===== src/rtl/sw_array_ctrl_pkg.sv =====
// Shared types for the Smith-Waterman array sequencer: score width, head
// token encodings, FSM states and the latched scoring configuration.
package sw_array_ctrl_pkg;
  localparam int CALC_BIT = 16;

  localparam logic [2:0] TOK_BUBBLE = 3'b000;
  localparam logic [2:0] TOK_MARK   = 3'b001;
  localparam logic [2:0] TOK_VALID  = 3'b100;

  typedef enum logic [2:0] {
    ST_IDLE, ST_LOADQ, ST_MARK, ST_STREAM, ST_DRAIN, ST_DONE
  } state_e;

  typedef struct packed {
    logic signed [CALC_BIT-1:0] match;
    logic signed [CALC_BIT-1:0] mismatch;
    logic signed [CALC_BIT-1:0] alpha;
    logic signed [CALC_BIT-1:0] beta;
  } sw_cfg_t;

  function automatic logic signed [CALC_BIT-1:0] smax(
    input logic signed [CALC_BIT-1:0] a,
    input logic signed [CALC_BIT-1:0] b
  );
    return (a > b) ? a : b;
  endfunction
endpackage


===== src/rtl/sw_q_bank.sv =====
// Query register file: one {active, nt} entry per PE, bulk clear plus one
// indexed write per cycle, presented flat to the chain.
module sw_q_bank
  import sw_array_ctrl_pkg::*;
#(
  parameter int PE_NUM  = 64,
  parameter int CNT_BIT = 8
) (
  input  logic                  clk,
  input  logic                  rst_n,
  input  logic                  i_clr,
  input  logic                  i_we,
  input  logic [CNT_BIT-1:0]    i_addr,
  input  logic [1:0]            i_nt,
  output logic [3*PE_NUM-1:0]   o_q
);
  for (genvar g = 0; g < PE_NUM; g++) begin : g_pe
    logic       w_hit;
    logic [2:0] r_ent;

    assign w_hit = i_we && (i_addr == CNT_BIT'(g));

    // A write to this entry takes priority over a same-cycle clear.
    always_ff @(posedge clk or negedge rst_n) begin
      if (!rst_n)     r_ent <= '0;
      else if (w_hit) r_ent <= TOK_VALID | {1'b0, i_nt};
      else if (i_clr) r_ent <= '0;
    end

    assign o_q[3*g +: 3] = r_ent;
  end
endmodule


===== src/rtl/sw_array_ctrl.sv =====
// Sequencer for the Smith-Waterman PE chain: query load, target injection,
// drain and best-score reduction of the chain tail.
module sw_array_ctrl
  import sw_array_ctrl_pkg::*;
#(
  parameter int PE_NUM  = 64,
  parameter int CNT_BIT = 8
) (
  input  logic                       clk,
  input  logic                       rst_n,
  input  logic signed [CALC_BIT-1:0] cfg_match,
  input  logic signed [CALC_BIT-1:0] cfg_mismatch,
  input  logic signed [CALC_BIT-1:0] cfg_alpha,
  input  logic signed [CALC_BIT-1:0] cfg_beta,
  input  logic                       q_valid,
  input  logic [1:0]                 q_data,
  input  logic                       q_last,
  output logic                       q_ready,
  input  logic                       start,
  input  logic                       t_valid,
  input  logic [1:0]                 t_data,
  input  logic                       t_last,
  output logic                       t_ready,
  output logic [2:0]                 arr_t,
  output logic [3*PE_NUM-1:0]        arr_q,
  output logic signed [CALC_BIT-1:0] arr_match,
  output logic signed [CALC_BIT-1:0] arr_mismatch,
  output logic signed [CALC_BIT-1:0] arr_alpha,
  output logic signed [CALC_BIT-1:0] arr_beta,
  output logic signed [CALC_BIT-1:0] arr_v,
  output logic signed [CALC_BIT-1:0] arr_v_a,
  output logic signed [CALC_BIT-1:0] arr_f_b,
  output logic signed [CALC_BIT-1:0] arr_max,
  input  logic signed [CALC_BIT-1:0] arr_v_tail,
  input  logic signed [CALC_BIT-1:0] arr_max_tail,
  output logic                       res_valid,
  output logic signed [CALC_BIT-1:0] res_score,
  output logic                       res_err,
  input  logic                       res_ready,
  output logic                       busy
);
  localparam logic [CNT_BIT-1:0] LAST_POS   = CNT_BIT'(PE_NUM - 1);
  localparam logic [CNT_BIT-1:0] DRAIN_INIT = CNT_BIT'(PE_NUM + 2);

  state_e                     r_state, w_nxt;
  logic [CNT_BIT-1:0]         r_q_cnt, r_q_len, r_drain, w_bank_addr;
  logic                       w_bank_clr, w_bank_we, w_start_acc, w_q_done;
  sw_cfg_t                    r_cfg;
  logic signed [CALC_BIT-1:0] r_acc;
  logic [2:0]                 r_arr_t;
  logic                       r_err;
  logic                       w_run;

  always_ff @(posedge clk or negedge rst_n) begin
    if (!rst_n) r_state <= ST_IDLE;
    else        r_state <= w_nxt;
  end

  always_comb begin
    w_nxt       = r_state;
    q_ready     = 1'b0;
    t_ready     = 1'b0;
    w_bank_clr  = 1'b0;
    w_bank_we   = 1'b0;
    w_bank_addr = r_q_cnt;
    w_start_acc = 1'b0;
    w_q_done    = 1'b0;
    unique case (r_state)
      ST_IDLE: begin
        // start owns the cycle, so a coincident query beat is held off
        q_ready = !start;
        if (start) begin
          if (r_q_len != '0) begin
            w_start_acc = 1'b1;
            w_nxt       = ST_MARK;
          end
        end else if (q_valid) begin
          w_bank_clr  = 1'b1;
          w_bank_we   = 1'b1;
          w_bank_addr = '0;
          if (q_last || LAST_POS == '0) w_q_done = 1'b1;
          else                          w_nxt    = ST_LOADQ;
        end
      end
      ST_LOADQ: begin
        q_ready = (r_q_cnt <= LAST_POS);
        if (q_valid && r_q_cnt <= LAST_POS) begin
          w_bank_we = 1'b1;
          if (q_last || r_q_cnt == LAST_POS) begin
            w_q_done = 1'b1;
            w_nxt    = ST_IDLE;
          end
        end
      end
      ST_MARK:   w_nxt = ST_STREAM;
      ST_STREAM: begin
        t_ready = 1'b1;
        if (t_valid && t_last) w_nxt = ST_DRAIN;
      end
      ST_DRAIN: if (r_drain == '0) w_nxt = ST_DONE;
      ST_DONE:  if (res_ready) w_nxt = ST_IDLE;
      default:  w_nxt = ST_IDLE;
    endcase
  end

  assign w_run = (r_state == ST_MARK) || (r_state == ST_STREAM) || (r_state == ST_DRAIN);

  always_ff @(posedge clk or negedge rst_n) begin
    if (!rst_n) begin
      r_q_cnt <= '0;
      r_q_len <= '0;
      r_drain <= '0;
      r_cfg   <= '0;
      r_acc   <= '0;
      r_arr_t <= TOK_BUBBLE;
      r_err   <= 1'b0;
    end else begin
      if (w_bank_we) r_q_cnt <= w_bank_addr + 1'b1;
      if (w_q_done)        r_q_len <= w_bank_addr + 1'b1;
      else if (w_bank_clr) r_q_len <= '0;

      // acc starts at 0 so the running max never goes negative
      if (w_start_acc) begin
        r_cfg <= '{match: cfg_match, mismatch: cfg_mismatch,
                   alpha: cfg_alpha, beta: cfg_beta};
        r_acc <= '0;
        r_err <= 1'b0;
      end else if (w_run) begin
        r_acc <= smax(r_acc, smax(arr_max_tail, arr_v_tail));
      end

      // The PEs have no stall, so an underrun is injected as a bubble and flagged.
      if (r_state == ST_STREAM && !t_valid) r_err <= 1'b1;

      case (r_state)
        ST_MARK:   r_arr_t <= TOK_MARK;
        ST_STREAM: r_arr_t <= t_valid ? (TOK_VALID | {1'b0, t_data}) : TOK_BUBBLE;
        default:   r_arr_t <= TOK_BUBBLE;
      endcase

      if (r_state == ST_STREAM && t_valid && t_last) r_drain <= DRAIN_INIT;
      else if (r_state == ST_DRAIN && r_drain != '0) r_drain <= r_drain - 1'b1;
    end
  end

  sw_q_bank #(.PE_NUM(PE_NUM), .CNT_BIT(CNT_BIT)) u_q_bank (
    .clk    (clk),
    .rst_n  (rst_n),
    .i_clr  (w_bank_clr),
    .i_we   (w_bank_we),
    .i_addr (w_bank_addr),
    .i_nt   (q_data),
    .o_q    (arr_q)
  );

  assign arr_t        = r_arr_t;
  assign arr_match    = r_cfg.match;
  assign arr_mismatch = r_cfg.mismatch;
  assign arr_alpha    = r_cfg.alpha;
  assign arr_beta     = r_cfg.beta;
  assign arr_v        = '0;
  assign arr_max      = '0;
  assign arr_v_a      = r_cfg.alpha;
  assign arr_f_b      = r_cfg.alpha;
  assign res_valid    = (r_state == ST_DONE);
  assign res_score    = r_acc;
  assign res_err      = r_err;
  assign busy         = (r_state != ST_IDLE) && (r_state != ST_LOADQ);
endmodule


===== config.mk =====
export PLATFORM = sky130hd
export DESIGN_NAME = sw_array_ctrl
export DESIGN_NICKNAME = d
export VERILOG_FILES = /design/src/rtl/sw_array_ctrl_pkg.sv /design/src/rtl/sw_q_bank.sv /design/src/rtl/sw_array_ctrl.sv
export SDC_FILE = /design/constraint.sdc
export NUM_CORES = 1
export LEC_CHECK = 0
export ABC_AREA = 1
export CORE_UTILIZATION = 34
export CTS_BUF_LIST = sky130_fd_sc_hd__clkbuf_16
export CTS_CLUSTER_DIAMETER = 100
export CTS_CLUSTER_SIZE = 25
export DETAILED_ROUTE_END_ITERATION = 6
export PLACE_DENSITY = 0.67
export SETUP_SLACK_MARGIN = 0.4
export SLEW_MARGIN = 20
export SYNTH_ARGS = -nofsm -noshare
export SYNTH_HDL_FRONTEND = slang
export SYNTH_SLANG_ARGS = --single-unit
export TNS_END_PERCENT = 100

===== constraint.sdc =====
create_clock -name clk -period 2 [get_ports clk]
set_input_delay 0.3 -clock clk [delete_from_list [all_inputs] [get_ports clk]]
set_output_delay 0.3 -clock clk [all_outputs]
set_load 0.005 [all_outputs]

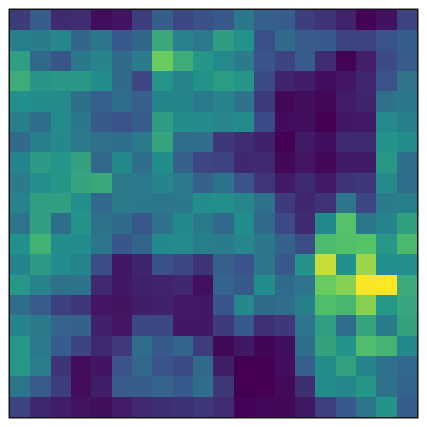
*Signal metal coverage by tile*
(2 px per um) The die is cut into 20 by 20 equal tiles; dark purple is low, yellow is high, scaled to the fullest tile. Values are wire area over tile area, all layers added.
tiles over half the peak: 17%
fullest tile: 0.67
mean over tiles: 0.22
nearly empty tiles: 3.0%
sum of routed wire length over all layers: 55200 um
WL per Instance: 19.6 um
total global-route track usage: 23.7%
Vias: 13700

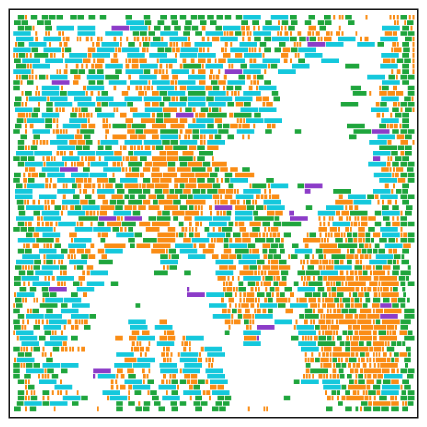
*Cells colored by class*
(2 px per um)
legend:
  green:
    class: remaining buffers and delay cells
    cells: 666
  orange:
    class: remaining logic cells
    cells: 1289
  purple:
    class: clock drivers and dummy loads
    cells: 25
  cyan:
    class: sequential cells
    cells: 303
fraction of area in registers: 31.1%
number of placement rows: 73
Std-Cell Core Area: 39900 um2
design area: 24400 um2
Core Util, Final: 61.1%

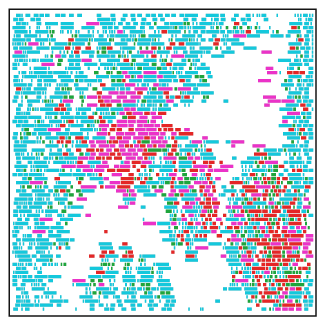
*Cell sizes after repair*
(1.5 px per um)
legend:
  green:
    size: x2
    cells: 332
    share: 15%
  red:
    size: x3 and x4
    cells: 316
    share: 14%
  magenta:
    size: x6 and larger
    cells: 214
    share: 9.4%
  cyan:
    size: x1 and smaller
    cells: 1421
    share: 62%
min setup slack post-route: -0.924 ns
Repair and plain buffers: 666

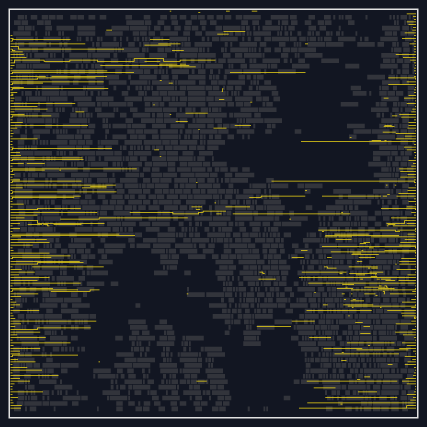
*M3 wires*
(2 px per um) Cells faint in the background.
main direction: horizontal
wire length on this layer: 4510 um
share of all routed wire: 8.2%
longest straight run: 71.3 um
nets with wire on the layer: 365
met3 GRT Util: 7.67%

==> Slide: Implementation Results <==
Key Metrics from the Run

Run status
  • Result of the run: finished, violations left
  • Failing checks: setup timing

Final timing
  • Worst Hold Slack: 0.230 ns
  • Worst Clk Skew: 0.0397 ns
  • Min setup slack post-route: -0.924 ns
  • Final setup vio count: 225

GRT
  • Routing usage on met2: 42.1%
  • Pin count of the biggest net entering global routing: 65
  • Vias in the first global route: 13500

Critical path
  • Cell family with the largest share of critical-path delay: simple AND/OR/NAND/NOR gates
  • Critical path data required time: 2.42 ns

Synth
  • Synth Area in Simple Gates: 25.2%
  • Sequential fraction of the synthesis area: 54.9%
  • Total number of yosys warnings: 0
  • Number of flops mapped to enable cells by yosys: 0
  • Flip-flop and latch count after synthesis: 303
  • Adder-cell share of the synthesized area: 3.44%
  • Yosys aoi share: 6.63%
  • Unique masters post-synth: 36
  • Largest family of logic cells by area: simple AND/OR/NAND/NOR gates
  • Top cell types by occurrence after synthesis: 604 x sky130_fd_sc_hd__nand2_1, 303 x sky130_fd_sc_hd__dfrtp_1, 148 x sky130_fd_sc_hd__nor2_1, 137 x sky130_fd_sc_hd__inv_1, 76 x sky130_fd_sc_hd__nand3_1

Floorplan
  • Die footprint: 41400 um2
  • Horizontal die dimension: 204 um
  • Number of top-level pins: 452
  • DIE HEIGHT: 204 um

Job
  • Count of maximum capacitance violations: 0

Power and ir drop
  • Sequential fraction of design power: 32.3%
  • Switching fraction of total power: 38.4%
  • Power in sequential cells: 0.00843 W
  • Peak supply drop: 0.000706 V
  • Combinational-cell power consumption: 0.0139 W
  • Clock network power share: 14.5%

Cells and area
  • FF/Latch Area: 7580 um2
  • Layout overhead on the synthesized area: 76.5%
  • Top logic cell by instance count in the layout: sky130_fd_sc_hd__nand2_1
  • Fraction of layout instances using a drive strength above 1: 37.8%

Placement
  • Port bufs: 419
  • Area after DPL: 19900 um2
  • Final HPWL DP: 34900 um
  • Setup Slack @ Placement: -1.79 ns

Clock network
  • CTS clk-pin slew, worst paths: 0.09 ns
  • Clock tree from TritonCTS: built

Route
  • Post-DR vias/cell: 4.86
tightest hold or removal path: cells and delay by family:
| family | cells | cell delay (ns) |
|---|---|---|
| buffers and inverters | 2 | 0.19 |
| and+or+nand+nor | 4 | 0.24 |
area by class of cell:
type / count / area share (%)
timing repair buffer: 666 / 28.8
tap: 525 / 2.70
multi-input combinational: 1126 / 32.1
inverter: 161 / 3.20
antenna: 1 / 0.0103
clock buffer: 17 / 1.75
timing repair inverter: 2 / 0.113
clock inverter: 8 / 0.241
sequential: 303 / 31.1
kinds of logic after synthesis:
kind of cell               count (synthesis)
DFF                                      303
buffers and inverters                    280
AOI/OAI and AO/OA                        180
and+or+nand+nor                          869
xor gates and xnor gates                   4
adders and majority gates                 38
other                                      1
final timing paths:
| check | from | cells past startpoint | to |
|---|---|---|---|
| setup / recovery | arr_v_tail[13] | 28 | res_score[7] |
| min in group asynchronous | rst_n | 2 | arr_mismatch[12] |
| max in group asynchronous | rst_n | 3 | arr_alpha[10] |
| setup reg to reg | r_state[0] | 16 | r_q_len[0] |
| hold / removal | arr_v_tail[8] | 6 | res_score[8] |
| hold reg to reg | arr_mismatch[1] | 2 | arr_mismatch[1] |
registers in the layout, summed over array words and instances, names as in the netlist, 8 cells and up:
| name | count |
|---|---|
| arr_mismatch | 16 |
| arr_alpha | 16 |
| u_q_bank.g_pe.r_ent | 192 |
| res_score | 16 |
| arr_beta | 16 |
| r_drain | 8 |
| arr_match | 16 |
| r_q_cnt | 8 |
| r_q_len | 8 |
what timing repair did:
item | in CTS | in global routing
buffers inserted | 56 | 35
hold endpoints to repair | 43 | 0
gates cloned | 4 | 23
resized | 634 | 329
endpoints found under the setup margin | 607 | 603
hold buffers | 1 | 0
pin swaps | 161 | 150
Power is estimated from default activity; no workload was simulated.
